[src/rtl/miner_pkg.sv]
// Shared definitions for the miner host link: work-unit geometry, field
// offsets inside the 416-bit work word, and the UART receive state type.
package miner_pkg;

  localparam int WORK_BITS    = 416;
  localparam int WORK_BYTES   = 52;

  localparam int TARGET_MSB   = 415;
  localparam int NONCE_MSB    = 383;
  localparam int TAIL_MSB     = 351;
  localparam int MIDSTATE_MSB = 255;

  // Receive byte FSM states; kept here so checkers can decode the state.
  typedef enum logic [1:0] {
    RX_IDLE  = 2'd0,
    RX_START = 2'd1,
    RX_DATA  = 2'd2,
    RX_STOP  = 2'd3
  } rx_state_e;

  // Clock cycles per bit period (integer floor).
  function automatic int bit_period(input int clk_hz, input int baud);
    return clk_hz / baud;
  endfunction

endpackage

[src/rtl/uart_rx_byte.sv]
// 8N1 UART byte receiver: 2-FF input synchroniser followed by a
// start/data/stop FSM. Produces one-cycle byte_valid or byte_err strobes.
//
// Handshake: byte_valid and byte_err are single-cycle strobes with no
// back-pressure; byte_data is stable in the cycle byte_valid is high.
// The state register `state` is a plain rx_state_e so it can be probed.
module uart_rx_byte #(
  parameter int comm_clk_frequency = 50_000_000,
  parameter int baud_rate          = 115_200
) (
  input  logic       clk,
  input  logic       reset_n,
  input  logic       RxD,
  output logic [7:0] byte_data,
  output logic       byte_valid,
  output logic       byte_err
);
  import miner_pkg::*;

  localparam int DIV   = bit_period(comm_clk_frequency, baud_rate);
  localparam int HALF  = DIV / 2;
  localparam int CNT_W = (DIV > 2) ? $clog2(DIV) : 1;

  if (DIV < 4) begin : g_div_check
    $error("uart_rx_byte: bit period must be at least 4 clocks");
  end

  logic            rxd_meta;
  logic            rxd_sync;
  rx_state_e       state;
  logic [CNT_W-1:0] cnt;
  logic [2:0]      bit_idx;
  logic [7:0]      shreg;
  logic            armed;   // line has been seen high since the last error

  // Two-stage synchroniser; idle level is high so it resets to 1.
  always_ff @(posedge clk) begin
    if (!reset_n) begin
      rxd_meta <= 1'b1;
      rxd_sync <= 1'b1;
    end else begin
      rxd_meta <= RxD;
      rxd_sync <= rxd_meta;
    end
  end

  // Receive FSM. The IDLE cycle that sees the start edge counts as the
  // first cycle of the half-bit wait, so the start check lands HALF cycles
  // after the synchronised edge and data samples fall mid-bit.
  always_ff @(posedge clk) begin
    if (!reset_n) begin
      state      <= RX_IDLE;
      cnt        <= '0;
      bit_idx    <= '0;
      shreg      <= '0;
      armed      <= 1'b0;
      byte_data  <= '0;
      byte_valid <= 1'b0;
      byte_err   <= 1'b0;
    end else begin
      byte_valid <= 1'b0;
      byte_err   <= 1'b0;
      case (state)
        RX_IDLE: begin
          if (rxd_sync) begin
            armed <= 1'b1;
          end else if (armed) begin
            state <= RX_START;
            cnt   <= CNT_W'(1);
          end
        end
        RX_START: begin
          if (cnt == CNT_W'(HALF - 1)) begin
            cnt     <= '0;
            bit_idx <= '0;
            state   <= rxd_sync ? RX_IDLE : RX_DATA;
          end else begin
            cnt <= cnt + 1'b1;
          end
        end
        RX_DATA: begin
          if (cnt == CNT_W'(DIV - 1)) begin
            cnt     <= '0;
            shreg   <= {rxd_sync, shreg[7:1]};
            bit_idx <= bit_idx + 1'b1;
            if (bit_idx == 3'd7) begin
              state <= RX_STOP;
            end
          end else begin
            cnt <= cnt + 1'b1;
          end
        end
        RX_STOP: begin
          if (cnt == CNT_W'(DIV - 1)) begin
            cnt   <= '0;
            state <= RX_IDLE;
            if (rxd_sync) begin
              byte_valid <= 1'b1;
              byte_data  <= shreg;
            end else begin
              byte_err <= 1'b1;
              armed    <= 1'b0;
            end
          end else begin
            cnt <= cnt + 1'b1;
          end
        end
        default: state <= RX_IDLE;
      endcase
    end
  end

endmodule

[src/rtl/serial_work_receive.sv]
// Host-link receive path: collects 52 UART bytes into one 416-bit work
// unit and presents it to the hashing core with a one-cycle work_valid.
// Partial frames are dropped on a bad stop bit or after an idle timeout.
//
// Handshake: work_valid is a single-cycle strobe with no back-pressure; the
// work outputs change only in the cycle work_valid is high and then hold.
module serial_work_receive #(
  parameter int comm_clk_frequency = 50_000_000,
  parameter int baud_rate          = 115_200,
  parameter int idle_timeout_bits  = 64
) (
  input  logic         clk,
  input  logic         reset_n,
  input  logic         RxD,
  output logic         work_valid,
  output logic [31:0]  target,
  output logic [31:0]  nonce_start,
  output logic [95:0]  header_tail,
  output logic [255:0] midstate,
  output logic         frame_error,
  output logic         busy
);
  import miner_pkg::*;

  localparam int DIV     = bit_period(comm_clk_frequency, baud_rate);
  localparam int TIMEOUT = idle_timeout_bits * DIV;
  localparam int IDLE_W  = $clog2(TIMEOUT + 1);

  logic [7:0]           byte_data;
  logic                 byte_valid;
  logic                 byte_err;
  logic [5:0]           byte_cnt;
  logic [WORK_BITS-1:0] shift_reg;
  logic [WORK_BITS-1:0] work_q;
  logic [IDLE_W-1:0]    idle_cnt;
  logic                 timeout_hit;

  uart_rx_byte #(
    .comm_clk_frequency(comm_clk_frequency),
    .baud_rate         (baud_rate)
  ) u_rx (
    .clk       (clk),
    .reset_n   (reset_n),
    .RxD       (RxD),
    .byte_data (byte_data),
    .byte_valid(byte_valid),
    .byte_err  (byte_err)
  );

  // idle_cnt is loaded with 1 by the byte strobe itself, so it equals the
  // number of cycles since byte_valid; the next cycle would reach TIMEOUT.
  assign timeout_hit = (byte_cnt != 6'd0) && (idle_cnt == IDLE_W'(TIMEOUT - 1));

  // Assembler, idle timer and output register. An arriving byte takes
  // priority over an expiring timeout; error and timeout share one pulse.
  always_ff @(posedge clk) begin
    if (!reset_n) begin
      byte_cnt    <= '0;
      shift_reg   <= '0;
      work_q      <= '0;
      idle_cnt    <= '0;
      work_valid  <= 1'b0;
      frame_error <= 1'b0;
      busy        <= 1'b0;
    end else begin
      work_valid  <= 1'b0;
      frame_error <= 1'b0;
      busy        <= (byte_cnt != 6'd0);
      if (byte_valid) begin
        shift_reg <= {shift_reg[WORK_BITS-9:0], byte_data};
        idle_cnt  <= IDLE_W'(1);
        if (byte_cnt == 6'(WORK_BYTES - 1)) begin
          work_q     <= {shift_reg[WORK_BITS-9:0], byte_data};
          work_valid <= 1'b1;
          byte_cnt   <= '0;
        end else begin
          byte_cnt <= byte_cnt + 6'd1;
        end
      end else if (byte_err || timeout_hit) begin
        frame_error <= 1'b1;
        byte_cnt    <= '0;
        idle_cnt    <= '0;
      end else if (byte_cnt != 6'd0) begin
        idle_cnt <= idle_cnt + 1'b1;
      end else begin
        idle_cnt <= '0;
      end
    end
  end

  assign target      = work_q[TARGET_MSB -: 32];
  assign nonce_start = work_q[NONCE_MSB -: 32];
  assign header_tail = work_q[TAIL_MSB -: 96];
  assign midstate    = work_q[MIDSTATE_MSB -: 256];

endmodule

[config.mk]
export PLATFORM = sky130hd
export DESIGN_NAME = serial_work_receive
export DESIGN_NICKNAME = d
export VERILOG_FILES = /design/src/rtl/miner_pkg.sv /design/src/rtl/uart_rx_byte.sv /design/src/rtl/serial_work_receive.sv
export SDC_FILE = /design/constraint.sdc
export NUM_CORES = 1
export LEC_CHECK = 0
export ABC_AREA = 1
export CAP_MARGIN = 15
export CORE_AREA = 4 4 299 301
export CTS_CLUSTER_SIZE = 16
export DETAILED_ROUTE_END_ITERATION = 8
export DIE_AREA = 0 0 303 305
export PLACE_DENSITY_LB_ADDON = 0.05
export SLEW_MARGIN = 5
export SYNTH_ARGS = -nofsm -noshare
export SYNTH_HDL_FRONTEND = slang
export SYNTH_SLANG_ARGS = --single-unit
[constraint.sdc]
create_clock -name clk -period 2.2 [get_ports clk]
set_clock_uncertainty 0.2 [all_clocks]
set_input_delay 0.44 -clock clk [delete_from_list [all_inputs] [get_ports clk]]
set_output_delay 0.44 -clock clk [all_outputs]
set_load 0.02 [all_outputs]
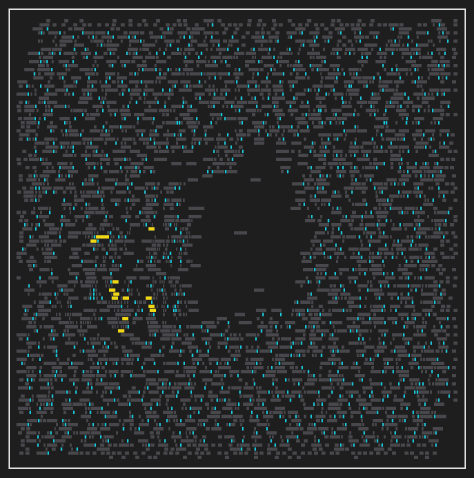
Figure 1: logic cells by family.
Scale: 1.5 px per um.
legend:
  yellow:
    family: fa/ha/maj cells
    cells: 13
    most_used: ha_1
  cyan:
    family: inv cells
    cells: 880
    most_used: inv_1
    where: widely spread
Comb area share: 21.2%
highest-count logic cell in the final layout: sky130_fd_sc_hd__dfxtp_1

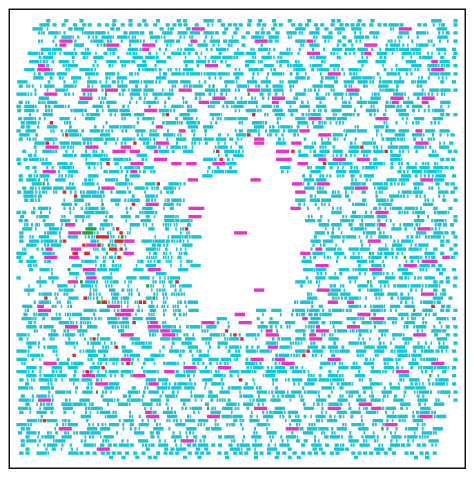
Figure 2: cell sizes after repair.
Scale: 1.5 px per um.
legend:
  red:
    size: x3 and x4
    cells: 52
    share: 1.3%
    most_used: buf_4
  green:
    size: x2
    cells: 28
    share: 0.71%
    most_used: clkinv_2
  magenta:
    size: x6 and larger
    cells: 163
    share: 4.1%
    most_used: clkbuf_16
  cyan:
    size: x1 and smaller
    cells: 3705
    share: 94%
    most_used: dfxtp_1

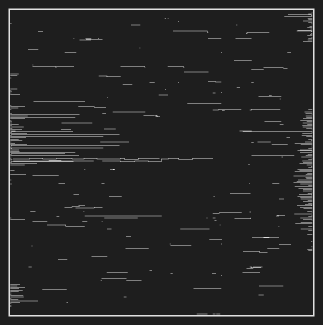
Figure 3: M3 wires.
Scale: 1 px per um.
share of all routed wire: 5.0%
wire length on this layer: 4210 um
nets with wire on the layer: 242
Total Routed Length: 84.9 mm
routing usage on met3: 3.69%

==> results.toml <==
# generated from flow reports
[run_status]
run_status = "finished, final reports clean"

[global_routing]
groute.usage.overall_pct = 17.8
grt_use_met1_pct = 24.2
grt_start_max_net_pins = 109

[clock_network]
cts_max_level = 3
clock-sinks = 883

[final_timing]
report.final.hold_viol_count = 0
achievable-frequency_mhz = 485
max_slew_margin_pct = 69.8
final_period_utilization_pct = 93.7

[final_layout]
largest_register_ffs = 416
fillCellCount = 8869
seq_share_pct = 46.0
biggestCellCategory = "registers"

[route]
vias_post_dr = 23400
via_per_inst = 4.59
drc = 0
met2_length_mm = 38.8
detail-route-antenna-nets = 0
drt-wirelength-per-cell_um = 16.6
wl_met1_mm = 39.7

[worst_setup_path]
timing.critical_path.cells = "dlygate4sd2_1"
crit_type = "reg2out"
cp_data_required_time_ns = 1.56
worst-path-buf-inv = 1
r2r.worst_path.cells = 8

[placement]
dp.final_hpwl_mm = 57.9
dpl-instance-area_mm2 = 0.0358
placement.io_buffers = 421

[run]
max_cap_violations = 0
stage_log_warnings = 35

[floorplan]
tap_cells = 1155
core_area_mm2 = 0.0866
die_area_mm2 = 0.0924
die_width_um = 303

[yosys]
synth.lib_cells_used.distinct = 29
synthMostInstantiatedCell = "sky130_fd_sc_hd__dfxtp_1"
syn_avg_cell_area_um2 = 8.58
synth_chip_area_mm2 = 0.0301
yosys_warnings = 0
ys_cells = 3513
synth.net_count = 3529
synth.largest_area_cell = "sky130_fd_sc_hd__dfxtp_1"
topCellsByArea = "sky130_fd_sc_hd__dfxtp_1 (59%), sky130_fd_sc_hd__inv_1 (11%), sky130_fd_sc_hd__o22ai_1 (8.3%)"

[power]
clockNetworkPower_uw = 15700
power_report.internal_total_uw = 25600
power_dissipated_in_combinational_cells_uw = 887
[timing repair]
| item | in CTS | in global routing |
|---|---|---|
| setup buffers | 0 | 3 |
| hold buffers | 1 | 0 |
| resized | 419 | 20 |
| setup endpoints to repair | 419 | 109 |
| endpoints found under the hold margin | 5 | 0 |
| cloned | 0 | 1 |
| pin swaps | 0 | 2 |
[stage by stage]
step	hold slack, ns	worst slack, ns	power (uW)	cells	utilization, %
detailed placement	0.207	0.0731	17300	4930	41.3
global placement	0.211	0.142	17300	4930	41.3
CTS	0.179	0.0593	33100	5099	44.3
global route	0.205	0.00862	33800	5103	44.3
finish	0.216	0.138	32600	5103	44.3
floorplan	0.193	0.388	17000	3513	-
[worst register-to-register path, stage by stage, from the launching register on]
cell and delay [ns]:
sky130_fd_sc_hd__dfxtp_2 0.38, sky130_fd_sc_hd__ha_4 0.15, sky130_fd_sc_hd__inv_1 0.07, sky130_fd_sc_hd__nor3_4 0.25, sky130_fd_sc_hd__nand3_4 0.14, sky130_fd_sc_hd__buf_12 0.19, sky130_fd_sc_hd__buf_12 0.21, sky130_fd_sc_hd__o21ai_0 0.30
sky130_fd_sc_hd__a21oi_1 0.06
[cells by family (layout without fill, tap and decap cells)]
family	after synthesis	in the layout	synth area share (%)
DFF	883	883	58.7
AOI/OAI and AO/OA	1291	1291	23.1
adders and majority gates	13	13	0.540
xor gates and xnor gates	15	15	0.436
and+or+nand+nor	195	195	2.82
buffers and inverters	1116	1551	14.4
[worst paths after layout]
kind | from | to | slack (ns)
max | work_q[179] | midstate[179] | 0.14
min | u_rx.rxd_meta | u_rx.rxd_sync | 0.22
max reg2reg | byte_cnt[0] | work_q[211] | 0.14
min reg2reg | u_rx.rxd_meta | u_rx.rxd_sync | 0.22
Power and IR drop assume default switching activity.
